**src/rtl/reservoir_scheduler_pkg.sv**
```systemverilog
// -----------------------------------------------------------------------------
// reservoir_sched_pkg
// Shared definitions for the reservoir scheduler:
//   - sched_state_t   : sequencer state encoding
//   - STATE_ADDR_BASE : first state-memory address written by a sequence
//   - STATE_ADDR_STEP : state-memory address increment per written node
// -----------------------------------------------------------------------------
package reservoir_sched_pkg;

  typedef enum logic [2:0] {
    ST_IDLE  = 3'd0,
    ST_FETCH = 3'd1,
    ST_CALC  = 3'd2,
    ST_ISSUE = 3'd3,
    ST_WAIT  = 3'd4,
    ST_WRITE = 3'd5
  } sched_state_t;

  localparam int unsigned STATE_ADDR_BASE = 0;
  localparam int unsigned STATE_ADDR_STEP = 1;

endpackage

```
**src/rtl/reservoir_scheduler_input_mask_mult.sv**
```systemverilog
// -----------------------------------------------------------------------------
// input_mask_mult
// Registered unsigned sample x mask multiply. The full-width product is
// shifted right by MASK_FRAC_BITS and truncated to DATA_WIDTH bits. The
// result register loads only while en is high and otherwise holds.
// Ports:
//   clk, rst : clock, asynchronous active-high reset (result clears to 0)
//   en       : load strobe
//   sample   : DATA_WIDTH unsigned sample
//   mask     : MASK_WIDTH unsigned fixed-point mask
//   result   : DATA_WIDTH registered masked sample
// -----------------------------------------------------------------------------
module input_mask_mult #(
  parameter int DATA_WIDTH     = 32,
  parameter int MASK_WIDTH     = 16,
  parameter int MASK_FRAC_BITS = 8
) (
  input  logic                  clk,
  input  logic                  rst,
  input  logic                  en,
  input  logic [DATA_WIDTH-1:0] sample,
  input  logic [MASK_WIDTH-1:0] mask,
  output logic [DATA_WIDTH-1:0] result
);

  localparam int PROD_WIDTH = DATA_WIDTH + MASK_WIDTH;

  logic [PROD_WIDTH-1:0] product_s;

  // Full-width unsigned product so no high bits are lost before the shift.
  always_comb begin
    product_s = PROD_WIDTH'(sample) * PROD_WIDTH'(mask);
  end

  // Result register: shift out the mask fraction, keep the low DATA_WIDTH bits.
  always_ff @(posedge clk or posedge rst) begin
    if (rst) begin
      result <= {DATA_WIDTH{1'b0}};
    end else if (en) begin
      result <= DATA_WIDTH'(product_s >> MASK_FRAC_BITS);
    end else begin
      result <= result;
    end
  end

endmodule

```
**src/rtl/reservoir_scheduler.sv**
```systemverilog
// -----------------------------------------------------------------------------
// reservoir_scheduler
// Sequences the time-multiplexed reservoir for one input sequence. For each
// sample and each virtual node it fetches sample and mask, forms the masked
// input, pulses the reservoir enable, waits for reservoir valid (never in
// the first WAIT cycle, since valid is combinational in the reservoir) and
// writes the reservoir output to the state memory.
// Optional feature macro: RESERVOIR_SCHED_TIMEOUT_EN adds a WAIT watchdog
// and the sticky timeout output.
// Ports:
//   clk, rst          : clock, asynchronous active-high reset
//   start/num_samples : sequence request and sample count (latched on start)
//   sample_addr/data  : sample memory read port (1-cycle latency)
//   mask_addr/data    : mask memory read port (1-cycle latency)
//   res_en/res_din    : reservoir enable pulse and masked input
//   res_valid/res_dout: reservoir valid and output
//   state_wr_*        : state memory write port
//   busy, done        : sequence in progress, end-of-sequence pulse
//   timeout           : sticky watchdog flag (macro builds only)
// -----------------------------------------------------------------------------
module reservoir_scheduler
  import reservoir_sched_pkg::*;
#(
  parameter int VIRTUAL_NODES     = 10,
  parameter int DATA_WIDTH        = 32,
  parameter int MASK_WIDTH        = 16,
  parameter int MASK_FRAC_BITS    = 8,
  parameter int SAMPLE_ADDR_WIDTH = 16,
  parameter int STATE_ADDR_WIDTH  = 24,
  parameter int TIMEOUT_CYCLES    = 65535
) (
  input  logic                               clk,
  input  logic                               rst,
  input  logic                               start,
  input  logic [SAMPLE_ADDR_WIDTH-1:0]       num_samples,
  output logic [SAMPLE_ADDR_WIDTH-1:0]       sample_addr,
  input  logic [DATA_WIDTH-1:0]              sample_data,
  output logic [$clog2(VIRTUAL_NODES)-1:0]   mask_addr,
  input  logic [MASK_WIDTH-1:0]              mask_data,
  output logic                               res_en,
  output logic [DATA_WIDTH-1:0]              res_din,
  input  logic                               res_valid,
  input  logic [DATA_WIDTH-1:0]              res_dout,
  output logic                               state_wr_en,
  output logic [STATE_ADDR_WIDTH-1:0]        state_wr_addr,
  output logic [DATA_WIDTH-1:0]              state_wr_data,
  output logic                               busy,
  output logic                               done
`ifdef RESERVOIR_SCHED_TIMEOUT_EN
  ,
  output logic                               timeout
`endif
);

  localparam int MASK_ADDR_WIDTH = $clog2(VIRTUAL_NODES);

  sched_state_t                 state_r;
  sched_state_t                 state_nxt_s;
  logic [SAMPLE_ADDR_WIDTH-1:0] num_r;
  logic                         first_wait_r;

  logic start_ok_s;
  logic last_node_s;
  logic last_sample_s;
  logic accept_s;
  logic timeout_hit_s;
  logic mult_en_s;
  logic res_en_nxt_s;
  logic wr_en_nxt_s;
  logic done_nxt_s;

`ifdef RESERVOIR_SCHED_TIMEOUT_EN
  logic [31:0] wait_cnt_r;
`endif

  // Sample and node counters double as the registered memory addresses.
  always_comb begin
    start_ok_s    = (state_r == ST_IDLE) && start;
    last_node_s   = (mask_addr == MASK_ADDR_WIDTH'(VIRTUAL_NODES - 1));
    last_sample_s = (sample_addr == (num_r - SAMPLE_ADDR_WIDTH'(1)));
    // first_wait_r masks the combinational valid seen right after ISSUE.
    accept_s      = (state_r == ST_WAIT) && !first_wait_r && res_valid;
`ifdef RESERVOIR_SCHED_TIMEOUT_EN
    timeout_hit_s = (state_r == ST_WAIT) && !accept_s &&
                    (wait_cnt_r == 32'(TIMEOUT_CYCLES - 1));
`else
    timeout_hit_s = 1'b0;
`endif
  end

  // State register.
  always_ff @(posedge clk or posedge rst) begin
    if (rst) begin
      state_r <= ST_IDLE;
    end else begin
      state_r <= state_nxt_s;
    end
  end

  // Next-state logic.
  always_comb begin
    state_nxt_s = state_r;
    case (state_r)
      ST_IDLE: begin
        if (start && (num_samples != {SAMPLE_ADDR_WIDTH{1'b0}})) begin
          state_nxt_s = ST_FETCH;
        end else begin
          state_nxt_s = ST_IDLE;
        end
      end
      ST_FETCH: state_nxt_s = ST_CALC;
      ST_CALC:  state_nxt_s = ST_ISSUE;
      ST_ISSUE: state_nxt_s = ST_WAIT;
      ST_WAIT: begin
        if (accept_s) begin
          state_nxt_s = ST_WRITE;
        end else if (timeout_hit_s) begin
          state_nxt_s = ST_IDLE;
        end else begin
          state_nxt_s = ST_WAIT;
        end
      end
      ST_WRITE: begin
        if (last_node_s && last_sample_s) begin
          state_nxt_s = ST_IDLE;
        end else begin
          state_nxt_s = ST_FETCH;
        end
      end
      default: state_nxt_s = ST_IDLE;
    endcase
  end

  // Output decode: next values of the registered control outputs.
  always_comb begin
    mult_en_s    = (state_r == ST_CALC);
    res_en_nxt_s = (state_r == ST_CALC);
    wr_en_nxt_s  = accept_s;
    done_nxt_s   = (start_ok_s && (num_samples == {SAMPLE_ADDR_WIDTH{1'b0}})) ||
                   ((state_r == ST_WRITE) && last_node_s && last_sample_s) ||
                   timeout_hit_s;
  end

  // Registered outputs, counters and capture registers.
  always_ff @(posedge clk or posedge rst) begin
    if (rst) begin
      res_en        <= 1'b0;
      state_wr_en   <= 1'b0;
      busy          <= 1'b0;
      done          <= 1'b0;
      num_r         <= {SAMPLE_ADDR_WIDTH{1'b0}};
      first_wait_r  <= 1'b0;
      sample_addr   <= {SAMPLE_ADDR_WIDTH{1'b0}};
      mask_addr     <= {MASK_ADDR_WIDTH{1'b0}};
      state_wr_addr <= {STATE_ADDR_WIDTH{1'b0}};
      state_wr_data <= {DATA_WIDTH{1'b0}};
    end else begin
      res_en       <= res_en_nxt_s;
      state_wr_en  <= wr_en_nxt_s;
      busy         <= (state_nxt_s != ST_IDLE);
      done         <= done_nxt_s;
      first_wait_r <= (state_r == ST_ISSUE);
      if (start_ok_s) begin
        num_r         <= num_samples;
        sample_addr   <= {SAMPLE_ADDR_WIDTH{1'b0}};
        mask_addr     <= {MASK_ADDR_WIDTH{1'b0}};
        state_wr_addr <= STATE_ADDR_WIDTH'(STATE_ADDR_BASE);
      end else if (state_r == ST_WRITE) begin
        state_wr_addr <= state_wr_addr + STATE_ADDR_WIDTH'(STATE_ADDR_STEP);
        if (!last_node_s) begin
          mask_addr <= mask_addr + MASK_ADDR_WIDTH'(1);
        end else if (!last_sample_s) begin
          mask_addr   <= {MASK_ADDR_WIDTH{1'b0}};
          sample_addr <= sample_addr + SAMPLE_ADDR_WIDTH'(1);
        end else begin
          mask_addr <= mask_addr;
        end
      end else begin
        state_wr_addr <= state_wr_addr;
      end
      if (accept_s) begin
        state_wr_data <= res_dout;
      end else begin
        state_wr_data <= state_wr_data;
      end
    end
  end

`ifdef RESERVOIR_SCHED_TIMEOUT_EN
  // WAIT watchdog: counts WAIT cycles, flag stays set until the next start.
  always_ff @(posedge clk or posedge rst) begin
    if (rst) begin
      wait_cnt_r <= 32'd0;
      timeout    <= 1'b0;
    end else begin
      if (state_r == ST_WAIT) begin
        wait_cnt_r <= wait_cnt_r + 32'd1;
      end else begin
        wait_cnt_r <= 32'd0;
      end
      if (start_ok_s) begin
        timeout <= 1'b0;
      end else if (timeout_hit_s) begin
        timeout <= 1'b1;
      end else begin
        timeout <= timeout;
      end
    end
  end
`endif

  input_mask_mult #(
    .DATA_WIDTH    (DATA_WIDTH),
    .MASK_WIDTH    (MASK_WIDTH),
    .MASK_FRAC_BITS(MASK_FRAC_BITS)
  ) u_mult (
    .clk   (clk),
    .rst   (rst),
    .en    (mult_en_s),
    .sample(sample_data),
    .mask  (mask_data),
    .result(res_din)
  );

endmodule

```
**config.mk**
```make
export PLATFORM = sky130hd
export DESIGN_NAME = reservoir_scheduler
export DESIGN_NICKNAME = d
export VERILOG_FILES = /design/src/rtl/reservoir_scheduler_pkg.sv /design/src/rtl/reservoir_scheduler_input_mask_mult.sv /design/src/rtl/reservoir_scheduler.sv
export SDC_FILE = /design/constraint.sdc
export NUM_CORES = 1
export LEC_CHECK = 0
export ABC_AREA = 1
export CORE_UTILIZATION = 42
export CTS_BUF_LIST = sky130_fd_sc_hd__clkbuf_2 sky130_fd_sc_hd__clkbuf_4 sky130_fd_sc_hd__clkbuf_8
export DETAILED_ROUTE_END_ITERATION = 10
export HOLD_SLACK_MARGIN = 0.12
export PLACE_DENSITY = 0.6
export SYNTH_ARGS = -nofsm -noshare
export SYNTH_HDL_FRONTEND = slang
export SYNTH_HIERARCHICAL = 1
export SYNTH_SLANG_ARGS = --single-unit
```
**constraint.sdc**
```tcl
create_clock -name clk -period 4.13 [get_ports clk]
set_clock_uncertainty 0.1 [all_clocks]
set_input_delay 0.826 -clock clk [delete_from_list [all_inputs] [get_ports clk]]
set_output_delay 0.826 -clock clk [all_outputs]
set_load 0.005 [all_outputs]
```
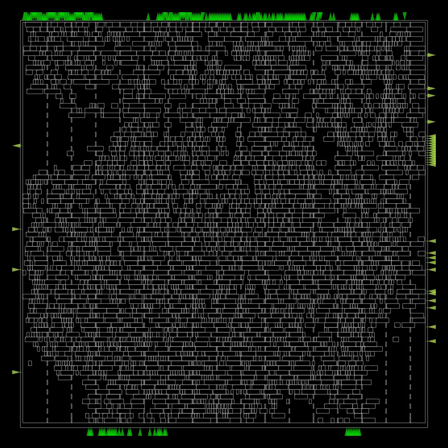
final_placement.png
TAP cells: 688
number of flip-flops and latches: 132
Seq area share: 0.102
Site Rows: 84

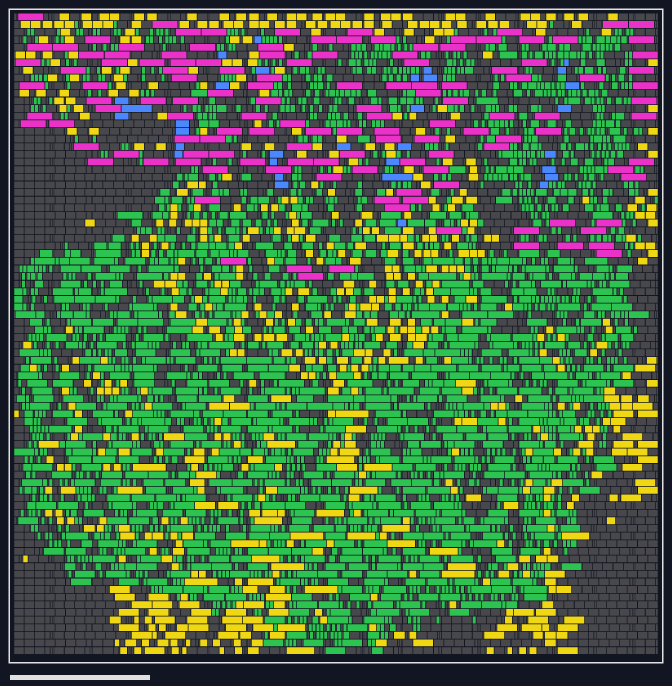
cell_classes.png
The bar under the picture is 50 um long. Fill, decap, tap and diode cells in grey.
class	colour	cells	share of their area
other buffers and delay cells	yellow	663	23%
clock drivers and dummy loads	blue	32	1.3%
flip-flops	magenta	132	11%
all other logic	green	2736	65%
Layout Utilization: 0.616
placeable core region: 52400 sq um
Design Area, Final: 32300 sq um

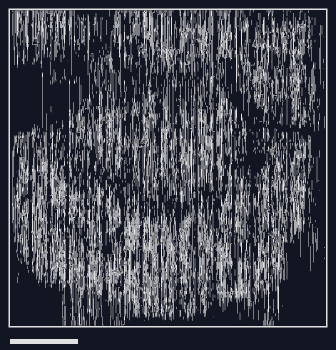
met2.png
The bar under the picture is 50 um long.
wire length on this layer	37.4 mm
main direction	vertical
share of all routed wire	49%
Total Routed Length: 75900 um
number of vias in the routed layout: 21184
met2 track utilization from global routing: 0.488

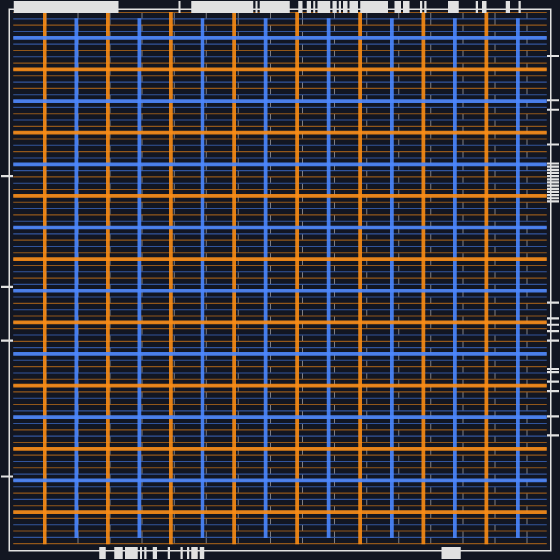
pdn.png
Pins as bars on the die edge. Tap cells in grey.
net	colour
VSS	orange
VDD	blue
signal pins	212
met4 straps	16
die boundary height: 232 um
horizontal die size: 232 um

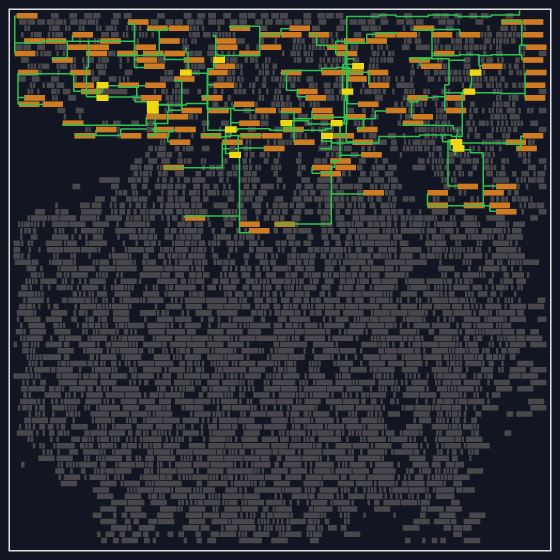
clock_map.png
[cells driving clock nets] yellow | count: 17
[flip-flops] orange | count: 132
[clock wires] green | length: 2060 um
routed clock nets	18
later-pin clock latency in the skew report: 450 ps

==> impl_metrics.yaml <==
# synthesis and place-and-route metrics
outcome:
  outcome: "finished, violations left"
  violated_checks: "negative setup slack"
grt:
  grt_first_pass_wirelength_um: 120000
  grt_overflow_total: 0
  largest_net_degree_at_the_start_of_global_routing: 78
  global_route.usage.total: 0.289
  antenna_found_initial: 0
setup_path:
  timing.rr.start: "num_r[0]$_DFFE_PP0P_"
  worst_setup_path_end_kind: "register"
  cp_common_cell: "fa_1"
  worst_ep_arrival_time_ps: 6060
  cpMaxStageDelayCell: "fa_1"
  reg2reg_depth: 14
  startpoint_types: "input pin"
  r2r_setup_slack_ps: 1540
  critPathKind: "in -> reg"
flow_run:
  stage_log_warnings: 29
clock_network:
  tritoncts_num_sinks: 132
  cts_inserted_buffers: 17
logic_synthesis:
  synthArstFlopShare: 1.00
  area_share_of_the_leading_cell_type_in_the_synthesized_netlist: 0.351
  synth-edff-count: 0
  synthTopCellsByCount: "nand2_1, inv_1, fa_1"
  postSynthAreaPerCell_sq_um: 7.42
worst_hold_path:
  worstHoldStart: "state_wr_data[2]$_DFFE_PP0P_"
  hold_path.class: "reg -> reg"
  hold-path-cell-count: 2
final_layout:
  number_of_non_filler_instances_in_the_completed_layout: 4252
  final_layout_size_suffix_gt1_frac: 0.292
final_timing:
  max_clock_freq_mhz: 171
  postLayoutSetupSlackWorst_ps: -1710
  worst_hold_margin_ps: 377
  finalSetupTns_ps: -46970
  final_critical_path_time_including_i_o_delays_and_setup_ps: 5840
  timing.max_slew.rel_slack: 0.206
  finalSetupViolCount: 32
route:
  drc_errors: 0
  drt-wirelength-per-cell_um: 17.8
  detail_route.iter0.violations: 1384
  viasPerCell: 4.98
placed_design:
  pre_cts_ws_ps: -2870
  port_buffers: 211
## layer usage
layer | routed length (um) | GRT usage | share of wire | vias up
met1 | 30400 | 0.364 | 0.40 | 10509
li1 | - | - | - | 9804
met4 | 3160 | 0.106 | 0.042 | 0
met5 | 0 | 0 | 0 | -
met3 | 4980 | 0.0584 | 0.066 | 173
met2 | 37400 | 0.488 | 0.49 | 698
## state kept, by name, indices dropped and copies added (netlist names)
name,count
mask_addr,4
done,1
first_wait_r,1
state_wr_data,32
state_wr_addr,24
state_r,3
sample_addr,16
busy,1
state_wr_en,1
u_mult/result,32
num_r,16
res_en,1
## area by class of cell
class | count | area, sq um
clock inverters | 15 | 170
inverters | 753 | 2840
flip-flops and latches | 132 | 3300
repair buffers | 663 | 7150
fillers | 4510 | 20100
well taps | 688 | 861
diodes | 1 | 2.50
multi-input cells | 1983 | 17800
clock buffers | 17 | 234
## logic make-up (layout without fill, tap and decap cells)
family                     after synthesis  in the layout  share of synthesized area
and+or+nand+nor                       1286           1286                      0.238
buffers and inverters                  888           1448                      0.151
adders and majority gates              476            476                      0.399
AOI/OAI and AO/OA                      164            164                     0.0411
DFF                                    132            132                      0.148
xor gates and xnor gates                57             57                     0.0228
other                                    0              1                          0
## worst max path at each step
stage | start | endpoint | slack, ps | cells past startpoint
after detailed placement | mask_data[1] | u_mult/result[28]$_DFFE_PP0P_ | -2870 | 26
final | mask_data[14] | u_mult/result[30]$_DFFE_PP0P_ | -1710 | 25
after CTS | mask_data[12] | u_mult/result[30]$_DFFE_PP0P_ | -1710 | 26
after floorplan | sample_data[6] | u_mult/result[26]$_DFFE_PP0P_ | -1530 | 28
after global routing | mask_data[5] | u_mult/result[25]$_DFFE_PP0P_ | -1810 | 26
after global placement | mask_data[1] | u_mult/result[28]$_DFFE_PP0P_ | -2840 | 26
## what timing repair did
item,in CTS,in global routing
buffers inserted,134,53
setup endpoints to repair,32,32
gates resized,616,255
cloned,23,3
pin swaps,215,208
## layout by cell type, fill, tap and decap left out, drive strengths merged, types with 4 or more instances in the layout
| cell type | count |
|---|---|
| a21o | 4 |
| a21oi | 54 |
| a31oi | 8 |
| buf | 481 |
| bufbuf | 7 |
| clkbuf | 22 |
| clkdlybuf4s50 | 164 |
| clkinv | 4 |
| dfrtp | 132 |
| dlygate4sd2 | 4 |
| fa | 391 |
| ha | 85 |
| inv | 760 |
| nand2 | 967 |
| nand3 | 79 |
| nand3b | 10 |
| nand4 | 45 |
| nor2 | 146 |
| nor3 | 28 |
| nor4 | 7 |
| o21a | 6 |
| o21ai | 72 |
| o21bai | 8 |
| xnor2 | 30 |
| xor2 | 27 |
## worst reg2reg max path, cell delays in order, from the launching register on
cell     delay, ps
dfrtp_1        420
inv_1          170
ha_1           270
nand2_1        130
nor2_1         220
nand2_1        140
inv_1           80
nand2_1         50
nand2_1         50
nand2_1         80
nor2_4         140
nand4_4        260
nand3_4        280
nand2_1         70
nand2_1         70
